File: src/rtl/pll_reset_sequencer_pkg.sv
//------------------------------------------------------------------------------
// pll_reset_pkg: shared state encoding and widths for pll_reset_sequencer. rev 1.0
//------------------------------------------------------------------------------
`default_nettype none

package pll_reset_pkg;

   localparam int LOSS_CNT_W = 8;

   typedef enum logic [2:0] {
      WAIT_LOCK  = 3'd0,
      SETTLE     = 3'd1,
      SDRAM_INIT = 3'd2,
      RUN        = 3'd3,
      FAULT      = 3'd4
   } state_e;

   function automatic int max3(input int a, input int b, input int c);
      int m;
      m = (a > b) ? a : b;
      return (m > c) ? m : c;
   endfunction

endpackage

`default_nettype wire

File: src/rtl/pll_reset_sequencer_if.sv
//------------------------------------------------------------------------------
// pll_reset_sequencer_if: lock/init inputs and reset/status outputs of the sequencer. rev 1.0
//------------------------------------------------------------------------------
`default_nettype none

interface pll_reset_sequencer_if;
   import pll_reset_pkg::*;

   logic                  pll_locked;
   logic                  sdram_init_done;
   logic                  sdram_rst_n;
   logic                  core_rst_n;
   logic                  ready;
   logic                  fault;
   logic [LOSS_CNT_W-1:0] lock_loss_count;

   modport master (
      input  pll_locked,
      input  sdram_init_done,
      output sdram_rst_n,
      output core_rst_n,
      output ready,
      output fault,
      output lock_loss_count
   );

   modport slave (
      output pll_locked,
      output sdram_init_done,
      input  sdram_rst_n,
      input  core_rst_n,
      input  ready,
      input  fault,
      input  lock_loss_count
   );

endinterface

`default_nettype wire

File: src/rtl/pll_reset_sequencer_sync_2ff.sv
//------------------------------------------------------------------------------
// sync_2ff: 1-bit two-flop synchronizer, synchronous active-low reset to 0. rev 1.0
//------------------------------------------------------------------------------
`default_nettype none

module sync_2ff (
   input  wire logic clk,
   input  wire logic reset_n,
   input  wire logic d_i,
   output logic      q_o
);

   logic meta_q;
   logic sync_q;

   always_ff @(posedge clk) begin
      if (!reset_n) begin
         meta_q <= 1'b0;
         sync_q <= 1'b0;
      end else begin
         meta_q <= d_i;
         sync_q <= meta_q;
      end
   end

   assign q_o = sync_q;

endmodule

`default_nettype wire

File: src/rtl/pll_reset_sequencer.sv
//------------------------------------------------------------------------------
// pll_reset_sequencer: ordered SDRAM then core reset release from PLL lock;
// lock-loss counter built only when LOCK_LOSS_COUNT_EN is defined. rev 1.0
//------------------------------------------------------------------------------
`default_nettype none

module pll_reset_sequencer #(
   parameter int SETTLE_CYCLES = 1024,
   parameter int INIT_TIMEOUT  = 65536,
   parameter int FAULT_HOLD    = 256
) (
   input  wire logic                clk,
   input  wire logic                reset_n,
   pll_reset_sequencer_if.master    bus
);
   import pll_reset_pkg::*;

   localparam int CNT_W = $clog2(max3(SETTLE_CYCLES, INIT_TIMEOUT, FAULT_HOLD));
   localparam logic [CNT_W-1:0] SETTLE_LAST = CNT_W'(SETTLE_CYCLES - 1);
   localparam logic [CNT_W-1:0] INIT_LAST   = CNT_W'(INIT_TIMEOUT - 1);
   localparam logic [CNT_W-1:0] FAULT_LAST  = CNT_W'(FAULT_HOLD - 1);

   logic             lock_s;
   state_e           state_q, state_d;
   logic [CNT_W-1:0] cnt_q, cnt_d;
   logic             sdram_rst_n_q, sdram_rst_n_d;
   logic             core_rst_n_q, core_rst_n_d;
   logic             ready_q, ready_d;
   logic             fault_q, fault_d;

   sync_2ff u_lock_sync (
      .clk     (clk),
      .reset_n (reset_n),
      .d_i     (bus.pll_locked),
      .q_o     (lock_s)
   );

   always_ff @(posedge clk) begin
      if (!reset_n) begin
         state_q       <= WAIT_LOCK;
         cnt_q         <= '0;
         sdram_rst_n_q <= 1'b0;
         core_rst_n_q  <= 1'b0;
         ready_q       <= 1'b0;
         fault_q       <= 1'b0;
      end else begin
         state_q       <= state_d;
         cnt_q         <= cnt_d;
         sdram_rst_n_q <= sdram_rst_n_d;
         core_rst_n_q  <= core_rst_n_d;
         ready_q       <= ready_d;
         fault_q       <= fault_d;
      end
   end

   always_comb begin
      state_d = state_q;
      case (state_q)
         WAIT_LOCK: begin
            if (lock_s) state_d = SETTLE;
         end
         SETTLE: begin
            if (!lock_s)                 state_d = WAIT_LOCK;
            else if (cnt_q == SETTLE_LAST) state_d = SDRAM_INIT;
         end
         SDRAM_INIT: begin
            // lock loss outranks init done, which outranks the timeout
            if (!lock_s)                 state_d = WAIT_LOCK;
            else if (bus.sdram_init_done) state_d = RUN;
            else if (cnt_q == INIT_LAST) state_d = FAULT;
         end
         RUN: begin
            if (!lock_s) state_d = WAIT_LOCK;
         end
         FAULT: begin
            if (cnt_q == FAULT_LAST) state_d = WAIT_LOCK;
         end
         default: state_d = WAIT_LOCK;
      endcase

      if (state_d != state_q) begin
         cnt_d = '0;
      end else if (state_q == SETTLE || state_q == SDRAM_INIT || state_q == FAULT) begin
         cnt_d = cnt_q + 1'b1;
      end else begin
         cnt_d = '0;
      end

      // outputs decoded from the next state so they move on the transition edge
      sdram_rst_n_d = (state_d == SDRAM_INIT) || (state_d == RUN);
      core_rst_n_d  = (state_d == RUN);
      ready_d       = (state_d == RUN);
      fault_d       = (state_d == FAULT);
   end

   assign bus.sdram_rst_n = sdram_rst_n_q;
   assign bus.core_rst_n  = core_rst_n_q;
   assign bus.ready       = ready_q;
   assign bus.fault       = fault_q;

`ifdef LOCK_LOSS_COUNT_EN
   logic                  lock_prev_q;
   logic [LOSS_CNT_W-1:0] loss_cnt_q, loss_cnt_d;

   always_comb begin
      loss_cnt_d = loss_cnt_q;
      if (lock_prev_q && !lock_s && (loss_cnt_q != '1)) begin
         loss_cnt_d = loss_cnt_q + 1'b1;
      end
   end

   always_ff @(posedge clk) begin
      if (!reset_n) begin
         lock_prev_q <= 1'b0;
         loss_cnt_q  <= '0;
      end else begin
         lock_prev_q <= lock_s;
         loss_cnt_q  <= loss_cnt_d;
      end
   end

   assign bus.lock_loss_count = loss_cnt_q;
`else
   assign bus.lock_loss_count = '0;
`endif

endmodule

`default_nettype wire

File: src/flat_wrapper.sv
// flat-port wrapper written by rule: the top's interface ports become plain ports
module pll_reset_sequencer_flat import pll_reset_pkg::*;
#(
   parameter int SETTLE_CYCLES = 1024,
   parameter int INIT_TIMEOUT  = 65536,
   parameter int FAULT_HOLD    = 256
)
  (clk, reset_n, bus_pll_locked, bus_sdram_init_done, bus_sdram_rst_n, bus_core_rst_n, bus_ready, bus_fault, bus_lock_loss_count);
  pll_reset_sequencer_if bus_i ();
  input  wire logic clk;
  input  wire logic reset_n;
  input wire logic [$bits(bus_i.pll_locked)-1:0] bus_pll_locked;
  input wire logic [$bits(bus_i.sdram_init_done)-1:0] bus_sdram_init_done;
  output wire logic [$bits(bus_i.sdram_rst_n)-1:0] bus_sdram_rst_n;
  output wire logic [$bits(bus_i.core_rst_n)-1:0] bus_core_rst_n;
  output wire logic [$bits(bus_i.ready)-1:0] bus_ready;
  output wire logic [$bits(bus_i.fault)-1:0] bus_fault;
  output wire logic [$bits(bus_i.lock_loss_count)-1:0] bus_lock_loss_count;
  assign bus_i.pll_locked = bus_pll_locked;
  assign bus_i.sdram_init_done = bus_sdram_init_done;
  assign bus_sdram_rst_n = bus_i.sdram_rst_n;
  assign bus_core_rst_n = bus_i.core_rst_n;
  assign bus_ready = bus_i.ready;
  assign bus_fault = bus_i.fault;
  assign bus_lock_loss_count = bus_i.lock_loss_count;
  pll_reset_sequencer #(.SETTLE_CYCLES(SETTLE_CYCLES), .INIT_TIMEOUT(INIT_TIMEOUT), .FAULT_HOLD(FAULT_HOLD)) u_core (.clk(clk), .reset_n(reset_n), .bus(bus_i));
endmodule
File: config.mk
export PLATFORM = sky130hd
export DESIGN_NAME = pll_reset_sequencer_flat
export DESIGN_NICKNAME = d
export VERILOG_FILES = /design/src/rtl/pll_reset_sequencer_pkg.sv /design/src/rtl/pll_reset_sequencer_if.sv /design/src/rtl/pll_reset_sequencer_sync_2ff.sv /design/src/rtl/pll_reset_sequencer.sv /design/src/flat_wrapper.sv
export SDC_FILE = /design/constraint.sdc
export NUM_CORES = 1
export LEC_CHECK = 0
export CORE_MARGIN = 2
export CORE_UTILIZATION = 55
export CTS_BUF_LIST = sky130_fd_sc_hd__clkbuf_8
export CTS_CLUSTER_SIZE = 10
export DETAILED_ROUTE_END_ITERATION = 7
export HOLD_SLACK_MARGIN = 0.1
export PLACE_DENSITY = 0.88
export SYNTH_ARGS = -nofsm -noshare
export SYNTH_HDL_FRONTEND = slang
export SYNTH_SLANG_ARGS = --single-unit
File: constraint.sdc
create_clock -name clk -period 6 [get_ports clk]
set_clock_uncertainty 0.15 [all_clocks]
set_input_delay 0.9 -clock clk [delete_from_list [all_inputs] [get_ports clk]]
set_output_delay 0.9 -clock clk [all_outputs]
set_load 0.1 [all_outputs]
==> reports/qor.yml, run 1 <==
cts_buffer_depth: 2
ys_area_mm2: 0.00120
placed_area_mm2: 0.00123
vdd_drop_max_mv: 0.182
ys_sh_mux_pct: 0
final_cell_mix: "dfxtp_1 (24), a211oi_1 (17), xor2_1 (9)"
syn_inst: 124
netlist.area_leader.share_pct: 40.1
grt_max_degree: 19
cp-end-kind: "primary output"
r2r_end: "u_core.cnt_q[10]"
cap_viol_max_count: 0
grt_pass1_vias: 864
drt_iter0_drc: 27
cp_num_buf_inv: 1
power_uw: 281
logic_family: "simple AND/OR/NAND/NOR gates"
rsz0062_at_grt: "false"
core_util_floorplan_pct: 59.9
cts_resized: 0
cpMaxStageDelayCell: "clkdlybuf4s50_1"
cts_buffers: 3
power_density_mw_per_mm2: 221
routedWlPerCell_um: 14.9
grt_first_pass_wirelength_um: 3910
synth_cell_types: 34
fp-row-count: 16
status: "completed"
place_inst: 150
tightest_slew_ps: 1170
clock_latency_ps: 260
synthSimpleGateAreaFrac_pct: 22.9
leakage_nw: 0.396
dieHeight_um: 50.7
critical_path.cell_chain: "clkdlybuf4s50_1"
areaGrowthSynthToFinish_pct: 6.26
numSynthFlops: 24
nFillCells: 160
stage_log_warnings: 26
regToRegSetupSlack_ps: 3440
cts_tree: "built"
ys_warn_count: 0
firstDrtPassIters: 4
syn_area_mm2: 0.00120
io_pins: 16
layout_top_cell: "dfxtp_1"
fin_crit_sh_pct: 46.3
synthTopCellsByArea: "dfxtp_1 (40%), a211oi_1 (11%), xor2_1 (6.6%)"
ys_cells: 124
slew-limit-headroom_pct: 22.3
drc: 0
ctsRootBufferMaster: "clkbuf_8"
gp_congestion: 0.853
viasPerCell: 6.01
cts_setup_buffers: 0
cts.sinks: 24
async_flop_share_pct: 0
xor_share_pct: 10.2
synth.largest_area_cell: "dfxtp_1"
core_area_mm2: 0.00200
worstHoldStart: "u_core.u_lock_sync.meta_q"
hold_end: "u_core.u_lock_sync.q_o"
ant_nets: 0
reg2regPathDepth: 5
ys_sh_adder_pct: 1.04
r2r-start: "u_core.cnt_q[0]"
ff_type: "dfxtp_1"
hp-class: "reg -> reg"
setup-tns-final_ps: 0
synth-edff-count: 0
max_stage_delay_ps: 1130
fin_crit_ps: 2780
aoi_share_pct: 16.8
cp.required_ps: 4950
antenna_found_initial: 0
overflow: 0
cp.arrival_ps: 1730
clk_pin_slew_ps: 80
==> run 1: area by class of cell <==
type	count	area share [%]
Timing Repair Buffer	7	5.50
Sequential cell	24	37.7
Multi-Input combinational cell	90	50.3
Inverter	2	0.589
Clock buffer	3	3.24
Tap cell	27	2.65
==> run 1: routing by layer <==
layer  up-vias  wire length, um  GRT usage (%)
met5         -                0              0
met4         0               48           9.46
met3         5              108           2.98
met2        30             1140           33.1
met1       442              982           25.9
li1        443                -              -
==> run 1: sequential cells by signal, summed over array words and instances (netlist names) <==
| signal | count |
|---|---|
| u_core.u_lock_sync.q_o | 1 |
| u_core.bus.fault | 1 |
| u_core.bus.sdram_rst_n | 1 |
| u_core.bus.core_rst_n | 1 |
| u_core.cnt_q | 16 |
| u_core.state_q | 3 |
| u_core.u_lock_sync.meta_q | 1 |
==> run 1: synthesized netlist by cell type (all sizes together) (5+ instances only) <==
cell type,number
xor2,9
a211oi,17
nand3,7
buf,12
nand4,6
xnor2,5
dfxtp,24
==> run 1: cells by family (layout without fill, tap and decap cells) <==
group	count (synthesis)	after routing
compound gates	25	25
xor+xnor	14	14
fa+ha+maj	1	1
buf+inv	17	12
flops	24	24
other cells	1	8
simple gates	42	42
==> run 1: stage by stage <==
| step | util [%] | worst slack (ps) | hold slack [ps] |
|---|---|---|---|
| 3_3_place_gp | 61.6 | 3190 | 267 |
| 3_5_place_dp | 61.6 | 3060 | 273 |
| 5_1_grt | 63.6 | 3190 | 304 |
| 4_1_cts | 63.6 | 3210 | 294 |
| 2_1_floorplan | - | 3590 | 262 |
| 6_report | 63.6 | 3220 | 289 |
==> run 1: how the worst max path moves through the flow <==
stage	endpoint	slack (ps)	depth (start not counted)
2_1_floorplan	bus_ready	3590	1
3_3_place_gp	u_core.cnt_q[0]	3190	4
3_5_place_dp	u_core.cnt_q[10]	3060	4
4_1_cts	bus_ready	3210	1
5_1_grt	bus_core_rst_n	3190	1
6_report	bus_ready	3220	1
==> run 1: report_power, final <==
part	total (mW)	switching (mW)	leakage [nW]	internal, mW
sequential	0.160	0.000498	0.194	0.160
combinational	0.0284	0.0253	0.181	0.00314
clock	0.0926	0.0477	0.0216	0.0449
run_1/m1.png
The bar under the picture is 20 um long.
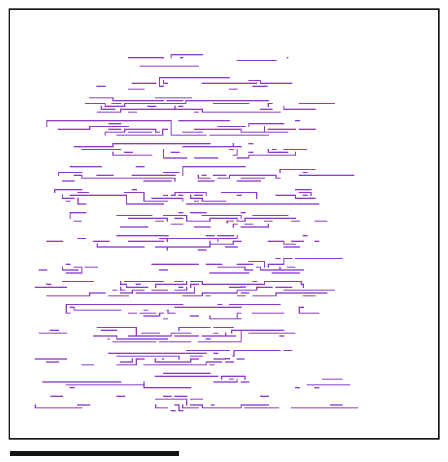
longest straight run: 15.6 um
wire length on this layer: 983 um
share of all routed wire: 43%
nets with wire on the layer: 119

run_1/m2.png
The bar under the picture is 20 um long.
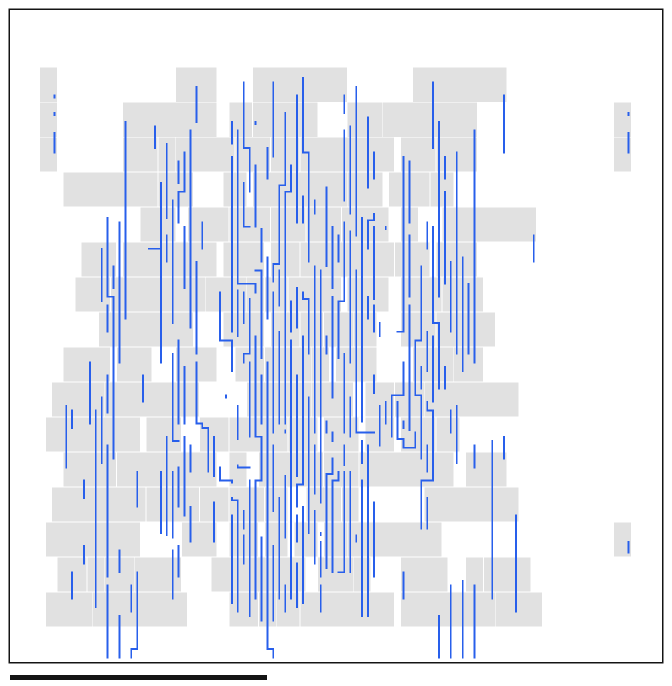
nets with wire on the layer: 117
longest straight run: 22.3 um
share of all routed wire: 50%
main direction: vertical
wire length on this layer: 1,140 um

run_1/m3.png
The bar under the picture is 20 um long.
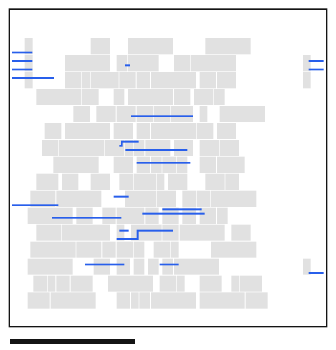
longest straight run: 10.8 um
nets with wire on the layer: 18
wire length on this layer: 109 um
WL final: 2280 um
DR vias: 920
met3 Use GR: 2.98%

run_1/util_map.png
10 x 10 tiles, from white (low) to dark blue (high), 0 to 100% covered.
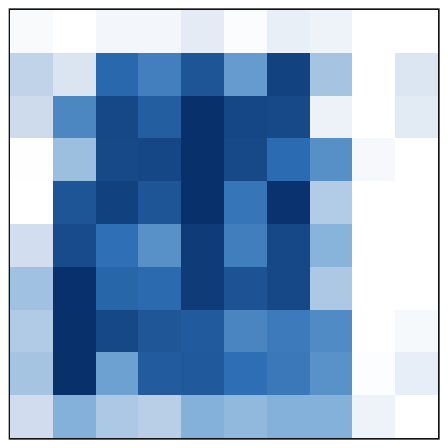
densest ninth of the die: center
emptiest ninth of the die: north-east
tiles over 75% full: 34%

==> run 1 -> run 2 <==
clock period = 2.7 ns   (was 6 ns; I/O delays follow)
run_2/m1.png
The bar under the picture is 20 um long.
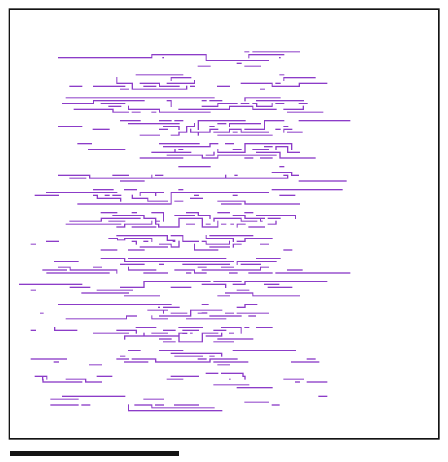
share of all routed wire: 44%
wire length on this layer: 1,010 um
longest straight run: 23.5 um
nets with wire on the layer: 119

==> reports/qor.yml, run 2 <==
status: "completed"
numSynthFlops: 24  # unchanged
dpl_worst_slack_ps: 286  # -2780 ps
via_count: 929  # +0.98%
syn_area_mm2: 0.00120  # unchanged
stage_log_warnings: 26  # unchanged
place_inst: 151  # +0.67%
core_util_floorplan_pct: 59.9  # unchanged
grt_pass1_vias: 908  # +5.1%
syn_inst: 124  # unchanged
ant_nets: 0  # unchanged
antenna_found_initial: 0  # unchanged
fin_ws_ps: 538  # -2680 ps
wirelength_um: 2280  # about the same
synth_cell_types: 34  # unchanged
holdWs_ps: 286  # -2.60 ps
seqPwrFrac_pct: 54.1  # -2.9 points
cts.sinks: 24  # unchanged
rsz0062_at_grt: "false"
tightest_slew_ps: 726  # -440 ps
dieHeight_um: 50.7  # unchanged
gp_congestion: 0.831  # -2.5%
clock_latency_ps: 260  # about the same
final_cell_mix: "dfxtp_1 (24), a211oi_1 (17), xor2_1 (9)"
cap_viol_max_count: 0  # unchanged
cp.arrival_ps: 2190  # +460 ps
synth.largest_area_cell: "dfxtp_1"
vdd_drop_max_mv: 0.409  # +120%
fp-row-count: 16  # unchanged
reg_top3: "u_core.cnt_q x16, u_core.state_q x3"
clkPwrFrac_pct: 36.1  # +3.2 points
top_register: "u_core.cnt_q"
p_sw_uw: 165  # +120%
async_flop_share_pct: 0  # unchanged
ys_area_mm2: 0.00120  # unchanged
ff_type: "dfxtp_1"
cp.required_ps: 2730  # -2220 ps
drt_iter0_drc: 25  # -7.4%
cp-end-kind: "flip-flop"
p_int_uw: 493  # +140%
max_stage_delay_ps: 540  # -590 ps
critical_path.cell_chain: "ha_1, and3_1, nand4_1, nand3_1, a211oi_1"
comb_power_share_pct: 9.8  # -0.3 points
core_area_mm2: 0.00200  # unchanged
ys_cells: 124  # unchanged
netlist.area_leader.share_pct: 40.1  # unchanged
power_uw: 658  # +130%
hp-class: "reg -> reg"
p_sw_share_pct: 25.1  # -1.0 points
leakage_nw: 0.417  # +5.4%
cts_buffers: 3  # unchanged
==> run 2: cell counts after synthesis <==
No cell type changed its count.
==> run 2: area by class of cell <==
| cell class | instances | area (um^2) | area share, % |
|---|---|---|---|
| multi-input cells | 90 | 644 | 50.0 |
| flip-flops and latches | 24 | 480 | 37.3 |
| repair buffers | 8 | 67.6 | 5.24 |
| clock buffers | 4 | 55.1 | 4.27 |
| well taps | 27 | 33.8 | 2.62 |
| inverters | 2 | 7.51 | 0.583 |
==> run 2: final timing paths <==
check	cells past startpoint	startpoint	endpoint	slack [ps]
max	5	u_core.cnt_q[0]	u_core.cnt_q[3]	540
min	1	u_core.u_lock_sync.meta_q	u_core.u_lock_sync.q_o	290
max reg2reg	5	u_core.cnt_q[0]	u_core.cnt_q[3]	540
min reg2reg	1	u_core.u_lock_sync.meta_q	u_core.u_lock_sync.q_o	290
==> run 2: kinds of logic after synthesis <==
family,after synthesis,share of synthesized area (%)
and+or+nand+nor,42,22.9
AOI/OAI and AO/OA,25,16.8
DFF,24,40.1
buffers and inverters,17,8.66
xor gates and xnor gates,14,10.2
adders and majority gates,1,1.04
other,1,0.313
==> run 2: layer usage <==
layer | vias to the layer above | GRT usage (%) | part of all wire [%]
li1 | 449 | - | -
met1 | 442 | 24.4 | 44
met2 | 29 | 33.1 | 48
met3 | 9 | 3.87 | 4.3
met4 | 0 | 11.7 | 2.9
met5 | - | 0 | 0
==> run 2: what timing repair did <==
item	4_1_cts	5_1_grt
setup endpoints to repair	0	11
hold endpoints to repair	0	0
gates resized	0	1
==> run 2: power groups by stage <==
stage / clock (mW) / sequential [mW] / combinational, mW
floorplan: 0 / 0.365 / 0.0658
global placement: 0 / 0.365 / 0.0632
detailed placement: 0 / 0.365 / 0.0637
CTS: 0.244 / 0.356 / 0.0638
global route: 0.257 / 0.357 / 0.0667
finish: 0.238 / 0.356 / 0.0644
==> run 2: worst max-delay path, delay by kind of cell, from the launching register on <==
family          cells  cell delay, ps
flops               1             340
compound gates      1             410
simple gates        3             930
fa+ha+maj           1             240
No activity file was given, so power comes from the tool's default toggle rates.
